Metal 2:
Scale bar: 50 um.
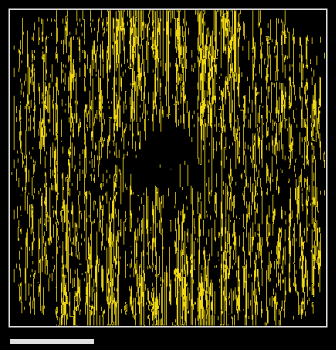
Routing congestion:
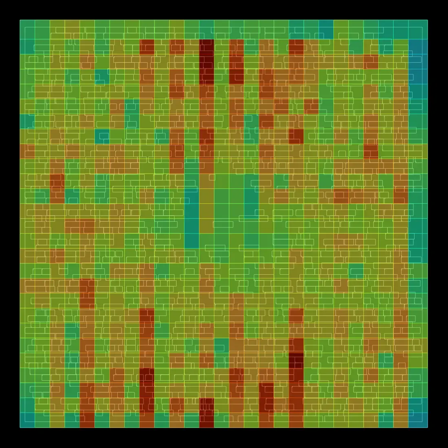
Register map, names as in the netlist:
Scale bar: 50 um. Other sequential cells in the stronger gray, the rest of the logic in the fainter gray.
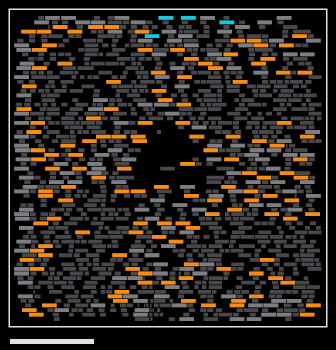
Selected gate families:
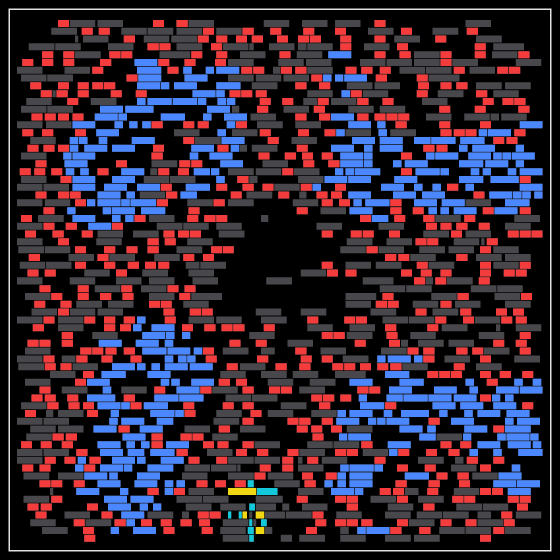
M3 wires:
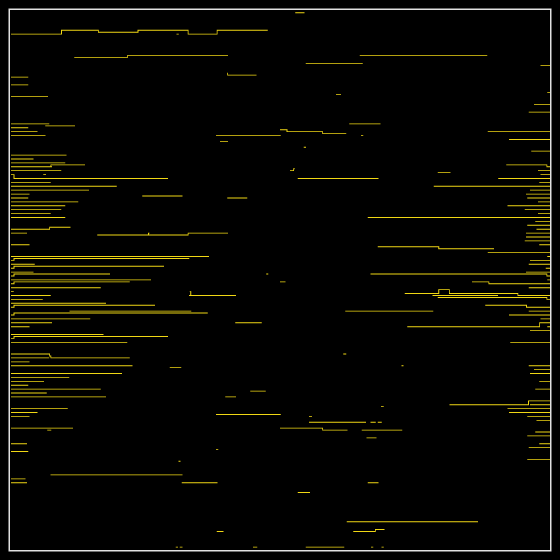
[src/rtl/aes_pkg.sv]
// Shared AES datapath definitions: state width, reduction polynomial,
// GF(2^8) doubling and the ShiftRows byte permutation.
package aes_pkg;

  localparam int AES_STATE_W = 128;
  localparam logic [7:0] AES_POLY = 8'h1B;

  // Multiply a byte by x (i.e. by 2) in GF(2^8) modulo x^8+x^4+x^3+x+1.
  function automatic logic [7:0] xtime(input logic [7:0] b);
    return {b[6:0], 1'b0} ^ (b[7] ? AES_POLY : 8'h00);
  endfunction

  // ShiftRows: out byte[4c+r] = in byte[4((c+r)%4)+r]; byte 0 is the MSB byte.
  function automatic logic [AES_STATE_W-1:0] shift_rows(input logic [AES_STATE_W-1:0] st);
    logic [AES_STATE_W-1:0] res;
    res = '0;
    for (int c = 0; c < 4; c++) begin
      for (int r = 0; r < 4; r++) begin
        res[127-8*(4*c+r) -: 8] = st[127-8*(4*((c+r)%4)+r) -: 8];
      end
    end
    return res;
  endfunction

endpackage

[src/rtl/mix_column.sv]
// MixColumns on a single 32-bit column; row 0 is the most significant byte.
module mix_column
  import aes_pkg::*;
(
  input  logic [31:0] i_col,
  output logic [31:0] o_col
);

  logic [7:0] w_a0, w_a1, w_a2, w_a3;

  assign w_a0 = i_col[31:24];
  assign w_a1 = i_col[23:16];
  assign w_a2 = i_col[15:8];
  assign w_a3 = i_col[7:0];

  // Matrix [2 3 1 1; 1 2 3 1; 1 1 2 3; 3 1 1 2], where 3*a = xtime(a)^a.
  always_comb begin
    o_col = '0;
    o_col[31:24] = xtime(w_a0) ^ xtime(w_a1) ^ w_a1 ^ w_a2 ^ w_a3;
    o_col[23:16] = w_a0 ^ xtime(w_a1) ^ xtime(w_a2) ^ w_a2 ^ w_a3;
    o_col[15:8]  = w_a0 ^ w_a1 ^ xtime(w_a2) ^ xtime(w_a3) ^ w_a3;
    o_col[7:0]   = xtime(w_a0) ^ w_a0 ^ w_a1 ^ w_a2 ^ xtime(w_a3);
  end

endmodule

[src/rtl/shift_mix_stage.sv]
// AES round stage: ShiftRows then MixColumns (ShiftRows only on the last
// round), registered with a one-entry skid buffer so in_ready is a flop.
//
// Handshake: a beat transfers on a rising edge where valid && ready are both 1;
// the producer holds data stable while valid && !ready, and valid never
// depends on ready.
module shift_mix_stage
  import aes_pkg::*;
#(
  parameter int TAG_W = 4
) (
  input  logic                   clk,
  input  logic                   rst,
  input  logic                   flush,
  input  logic                   in_valid,
  output logic                   in_ready,
  input  logic [AES_STATE_W-1:0] s_in,
  input  logic                   in_last,
  input  logic [TAG_W-1:0]       in_tag,
  output logic                   out_valid,
  input  logic                   out_ready,
  output logic [AES_STATE_W-1:0] m_o,
  output logic [TAG_W-1:0]       out_tag
);

  logic [AES_STATE_W-1:0] w_sr;
  logic [AES_STATE_W-1:0] w_mc;
  logic [AES_STATE_W-1:0] w_xform;

  logic                   r_or_valid;
  logic [AES_STATE_W-1:0] r_or_data;
  logic [TAG_W-1:0]       r_or_tag;
  logic                   r_sk_valid;
  logic [AES_STATE_W-1:0] r_sk_data;
  logic [TAG_W-1:0]       r_sk_tag;
  logic                   r_in_ready;

  logic w_in_fire;
  logic w_to_or;
  logic w_to_sk;
  logic w_sk_drain;

  assign w_sr = shift_rows(s_in);

  genvar gc;
  generate
    for (gc = 0; gc < 4; gc++) begin : g_mix
      mix_column u_mix_column (
        .i_col (w_sr[127-32*gc -: 32]),
        .o_col (w_mc[127-32*gc -: 32])
      );
    end
  endgenerate

  assign w_xform = in_last ? w_sr : w_mc;

  // While SK is full in_ready is 0, so an input accept and an SK drain are
  // mutually exclusive; flush suppresses every transfer.
  assign w_in_fire  = in_valid & r_in_ready & ~flush;
  assign w_to_or    = w_in_fire & (~r_or_valid | out_ready);
  assign w_to_sk    = w_in_fire & r_or_valid & ~out_ready;
  assign w_sk_drain = ~flush & r_sk_valid & out_ready;

  // Valid bits and the registered ready flag.
  always_ff @(posedge clk or posedge rst) begin
    if (rst) begin
      r_or_valid <= 1'b0;
      r_sk_valid <= 1'b0;
      r_in_ready <= 1'b1;
    end else if (flush) begin
      r_or_valid <= 1'b0;
      r_sk_valid <= 1'b0;
      r_in_ready <= 1'b1;
    end else if (r_sk_valid) begin
      if (out_ready) begin
        r_sk_valid <= 1'b0;
        r_in_ready <= 1'b1;
      end
    end else if (w_to_sk) begin
      r_sk_valid <= 1'b1;
      r_in_ready <= 1'b0;
    end else if (w_to_or) begin
      r_or_valid <= 1'b1;
    end else if (r_or_valid && out_ready) begin
      r_or_valid <= 1'b0;
    end
  end

  // Payload registers load only on an accept or an SK-to-OR move.
  always_ff @(posedge clk or posedge rst) begin
    if (rst) begin
      r_or_data <= '0;
      r_or_tag  <= '0;
      r_sk_data <= '0;
      r_sk_tag  <= '0;
    end else begin
      if (w_sk_drain) begin
        r_or_data <= r_sk_data;
        r_or_tag  <= r_sk_tag;
      end else if (w_to_or) begin
        r_or_data <= w_xform;
        r_or_tag  <= in_tag;
      end
      if (w_to_sk) begin
        r_sk_data <= w_xform;
        r_sk_tag  <= in_tag;
      end
    end
  end

  assign in_ready  = r_in_ready;
  assign out_valid = r_or_valid;
  assign m_o       = r_or_data;
  assign out_tag   = r_or_tag;

endmodule

[config.mk]
export PLATFORM = sky130hd
export DESIGN_NAME = shift_mix_stage
export DESIGN_NICKNAME = d
export VERILOG_FILES = /design/src/rtl/aes_pkg.sv /design/src/rtl/mix_column.sv /design/src/rtl/shift_mix_stage.sv
export SDC_FILE = /design/constraint.sdc
export NUM_CORES = 1
export LEC_CHECK = 0
export CAP_MARGIN = 10
export CORE_MARGIN = 2
export CORE_UTILIZATION = 54
export CTS_CLUSTER_DIAMETER = 40
export DETAILED_ROUTE_END_ITERATION = 10
export DONT_BUFFER_PORTS = 1
export PLACE_DENSITY_LB_ADDON = 0.08
export SLEW_MARGIN = 15
export SYNTH_ARGS = -nofsm -noshare
export SYNTH_HDL_FRONTEND = slang
export SYNTH_HIERARCHICAL = 1
export SYNTH_SLANG_ARGS = --single-unit
[constraint.sdc]
create_clock -name clk -period 13.1 [get_ports clk]
set_clock_uncertainty 0.05 [all_clocks]
set_input_delay 3.93 -clock clk [delete_from_list [all_inputs] [get_ports clk]]
set_output_delay 3.93 -clock clk [all_outputs]
set_load 0.05 [all_outputs]
==> changes_impl.md <==
### Implementation results

* Status: complete, no violations
* Switching Fraction at 0.3518
* Part of the power in registers at 0.473
* Avg Cell Area, Syn at 15.22 um2
* Data arrival time of the critical path at 6430 ps
* Clk_buf instances at 56
* Slowest stage delay, CP at 810 ps
* DRT antenna net count at 0
* Post-DP HPWL at 25,200 um
* Top logic cells by instance count in the layout: mux2_2 (524), dfrtp_1 (266), xnor3_1 (132), xnor2_1 (68), xor2_1 (64)
* Yosys top cell by area: dfrtp_1
* Top Layer Used: met4
* Max Slew Vio Count at 0
* Tcrit/Tclk final at 0.4642
* Die W at 188.3 um
* I/O pin cnt at 272
* Synth-to-Final Area Change at 9.244%
* Max FO, Critical Path at 74
* Wire length per cell at 22.80 um
* Final wirelength at 37,570 um
* Area taken by multi-input logic gates at 11,160 um2
* Flop count at 267
* Met1 WL at 15,870 um
* # fillers at 2,574
* Synth async-reset ratio at 1.000
* Met3 routed wirelength at 3069 um
* Crit path kind: in2reg
* Slew @ Worst Pin at 1083 ps
* DR pass1 iterations at 6
* PwrDens at 190.0 nW/um2
* Inverters at 1
* Fmax at 164.4 MHz
* Highest-count logic cell in the final layout: mux2_2
* Log Warnings at 34
* Post-layout instance area at 20,040 um2
* Crit-path cells: nand3b_4 > buf_4 > buf_4 > mux2_2 > mux2_2
* Yosys stat cell total at 1,205
* Place WS at 6444 ps
* YS chip area at 18,340 um2
* Global route total overflow at 0
* Clock buffer depth at 3
* Layout net count at 1,306
* Final TNS setup at 0 ps
* Non-clk buf share at 0.003497
* Tot GR Track Use at 0.2158
* Internal Power at 2.468 mW
* Clock transition at path regs at 50 ps
* Final setup margin at 7018 ps
* Yosys reg bits at 267
* Clk root buf: clkbuf_16
* Clk_lat worst skew at 530 ps
* Crit start category: primary input
* Setup violators final at 0
* Top cells, area: dfrtp_1 (36%), mux2_2 (32%), xnor3_1 (16%)
* Clock Sink Count at 267
* Cell leakage power at 9.326 nW
* Cells after DPL at 1,570
* Power after layout at 3.808 mW
* Slowest-stage cell, CP: buf_4
* Post-DP Area at 18,490 um2
* Post_cts resized at 0
* Hold Crit Class: reg2reg
* Final hold viol count at 0
* Largest cell class by area: logic gates
* Fp util at 0.5483
* Post-synth EDFFs at 0
* Area share, top type at 0.3629
* Max VDD drop at 126.9 uV
* Mapped Nets at 1,343
* Psw at 1.339 mW
* Iteration-0 DRC Markers at 343
* DR vias at 9,413
* Initial antenna violation count at 0
* MI comb cells at 848
* Clock power share at 0.316
* Core Box Area at 33,450 um2
* Met2 WL at 17,680 um
* Synthesized cell area at 18,340 um2
* Clock network share of area at 0.07731
* Placer Congestion at 0.8467
* Largest net degree at the start of global routing at 136
* Port bufs at 0
* Synth unique cells at 28
* M1 GR Usage at 0.2782
* Hold_ws at 446.5 ps
* Comb power frac at 0.210
* Setup crit end kind: flop
* Vias in the first global route at 10,380
* Top_reg_cell synth: dfrtp_1
* Global-route wire length before repair at 60,170 um
* Max Cap Viol at 0
* Yosys Warn Count at 6
* Share of layout cells above drive strength 1 at 0.5258
* # diodes at 0
* DRC viols at 0
* Relative slew slack at 0.2779
* Die height at 188.3 um
* Rows at 67
* Hold buffers post-CTS at 0
* Minimum clock period at 6082 ps
* H-tree Lvls at 2
* Vias per cell at 5.712
* Worst EP required at 13,450 ps
* CTS tree: built
* RSZ-0062 raised after global routing: no
* Syn Inst Count at 1,205
* Chip Footprint at 35,450 um2
* Number of non-clock buffers at 6
* Seq/Total Area, Yosys at 0.3644
* CTS buffer count at 44
* Setup bufs post-CTS at 0
* Tapcells at 448
About 'metal 2':
The wires run mostly vertical. The longest straight run is 81.6 um. The layer holds 47% of the routed length. 1,205 nets have wire on it.

About 'routing congestion':
met3 GRT Util: 0.07376
busiest grt layer: met2
met2 Use GR: 0.3471

About 'register map, names as in the netlist':
Key: cyan = `out_tag` [placed flops 4, where top center]; orange = `r_sk_data` [placed flops 128, where spread over the die]
FF/Latch Area: 6683 um2
seq pwr: 1.80 mW
Final Core Density: 0.5990
Seq area share: 0.3335

About 'selected gate families':
Key: red = multiplexers [cells 524, where spread over the die]; cyan = NAND gates [cells 9, where bottom center]; yellow = inverting AOI/OAI gates [cells 4, where bottom center]; blue = XOR/XNOR gates [cells 308, where spread over the die]
multi-input combinational area share: 0.5571
Cell Count, Final, Fillers Out: 1,648

About 'M3 wires':
The layer carries 3,070 um of wire. The longest straight run is 68.8 um. The layer holds 8.2% of the routed length. 149 nets have wire on it.

==> synth_stat cells (2+ instances only) <==
cell / number
buf_2: 54
buf_4: 20
buf_6: 2
clkbuf_1: 4
clkbuf_2: 9
dfrtp_1: 266
mux2_2: 524
nand2_1: 3
nand2b_1: 3
nor2_1: 2
xnor2_1: 68
xnor2_2: 8
xnor3_1: 132
xnor3_2: 8
xor2_1: 64
xor3_1: 20
xor3_2: 4
xor3_4: 4
==> power groups by stage <==
stage	logic, mW	registers (mW)	clock network [mW]
after floorplan	0.736	1.74	0
after global placement	0.788	1.81	0
after detailed placement	0.809	1.82	0
after CTS	0.813	1.81	1.24
after global routing	0.880	1.84	1.27
final	0.800	1.80	1.20
==> critical path, delay by kind of cell <==
| kind | cells | cell delay (ps) |
|---|---|---|
| buffers and inverters | 2 | 1600 |
| multiplexers | 2 | 670 |
| AND/OR/NAND/NOR | 1 | 100 |
==> cells by family after synthesis <==
logic type,count (synthesis),synth area share
DFF,267,0.3644
and+or+nand+nor,11,0.003752
xor gates and xnor gates,308,0.2800
muxes,524,0.3217
AOI/OAI and AO/OA,5,0.002525
buffers and inverters,90,0.02763
==> final timing paths <==
check,from,endpoint,slack (ps),depth (start not counted)
max,flush,m_o[31]$_DFFE_PP0P_,7020,5
min,r_sk_data[121]$_DFFE_PP0P_,r_sk_data[121]$_DFFE_PP0P_,450,1
max reg2reg,r_sk_valid$_DFF_PP0_,m_o[31]$_DFFE_PP0P_,9950,5
min reg2reg,r_sk_data[121]$_DFFE_PP0P_,r_sk_data[121]$_DFFE_PP0P_,450,1
max in group asynchronous,rst,r_sk_data[106]$_DFFE_PP0P_,7330,3
min in group asynchronous,rst,m_o[54]$_DFFE_PP0P_,3380,1
Power and IR drop assume default switching activity.
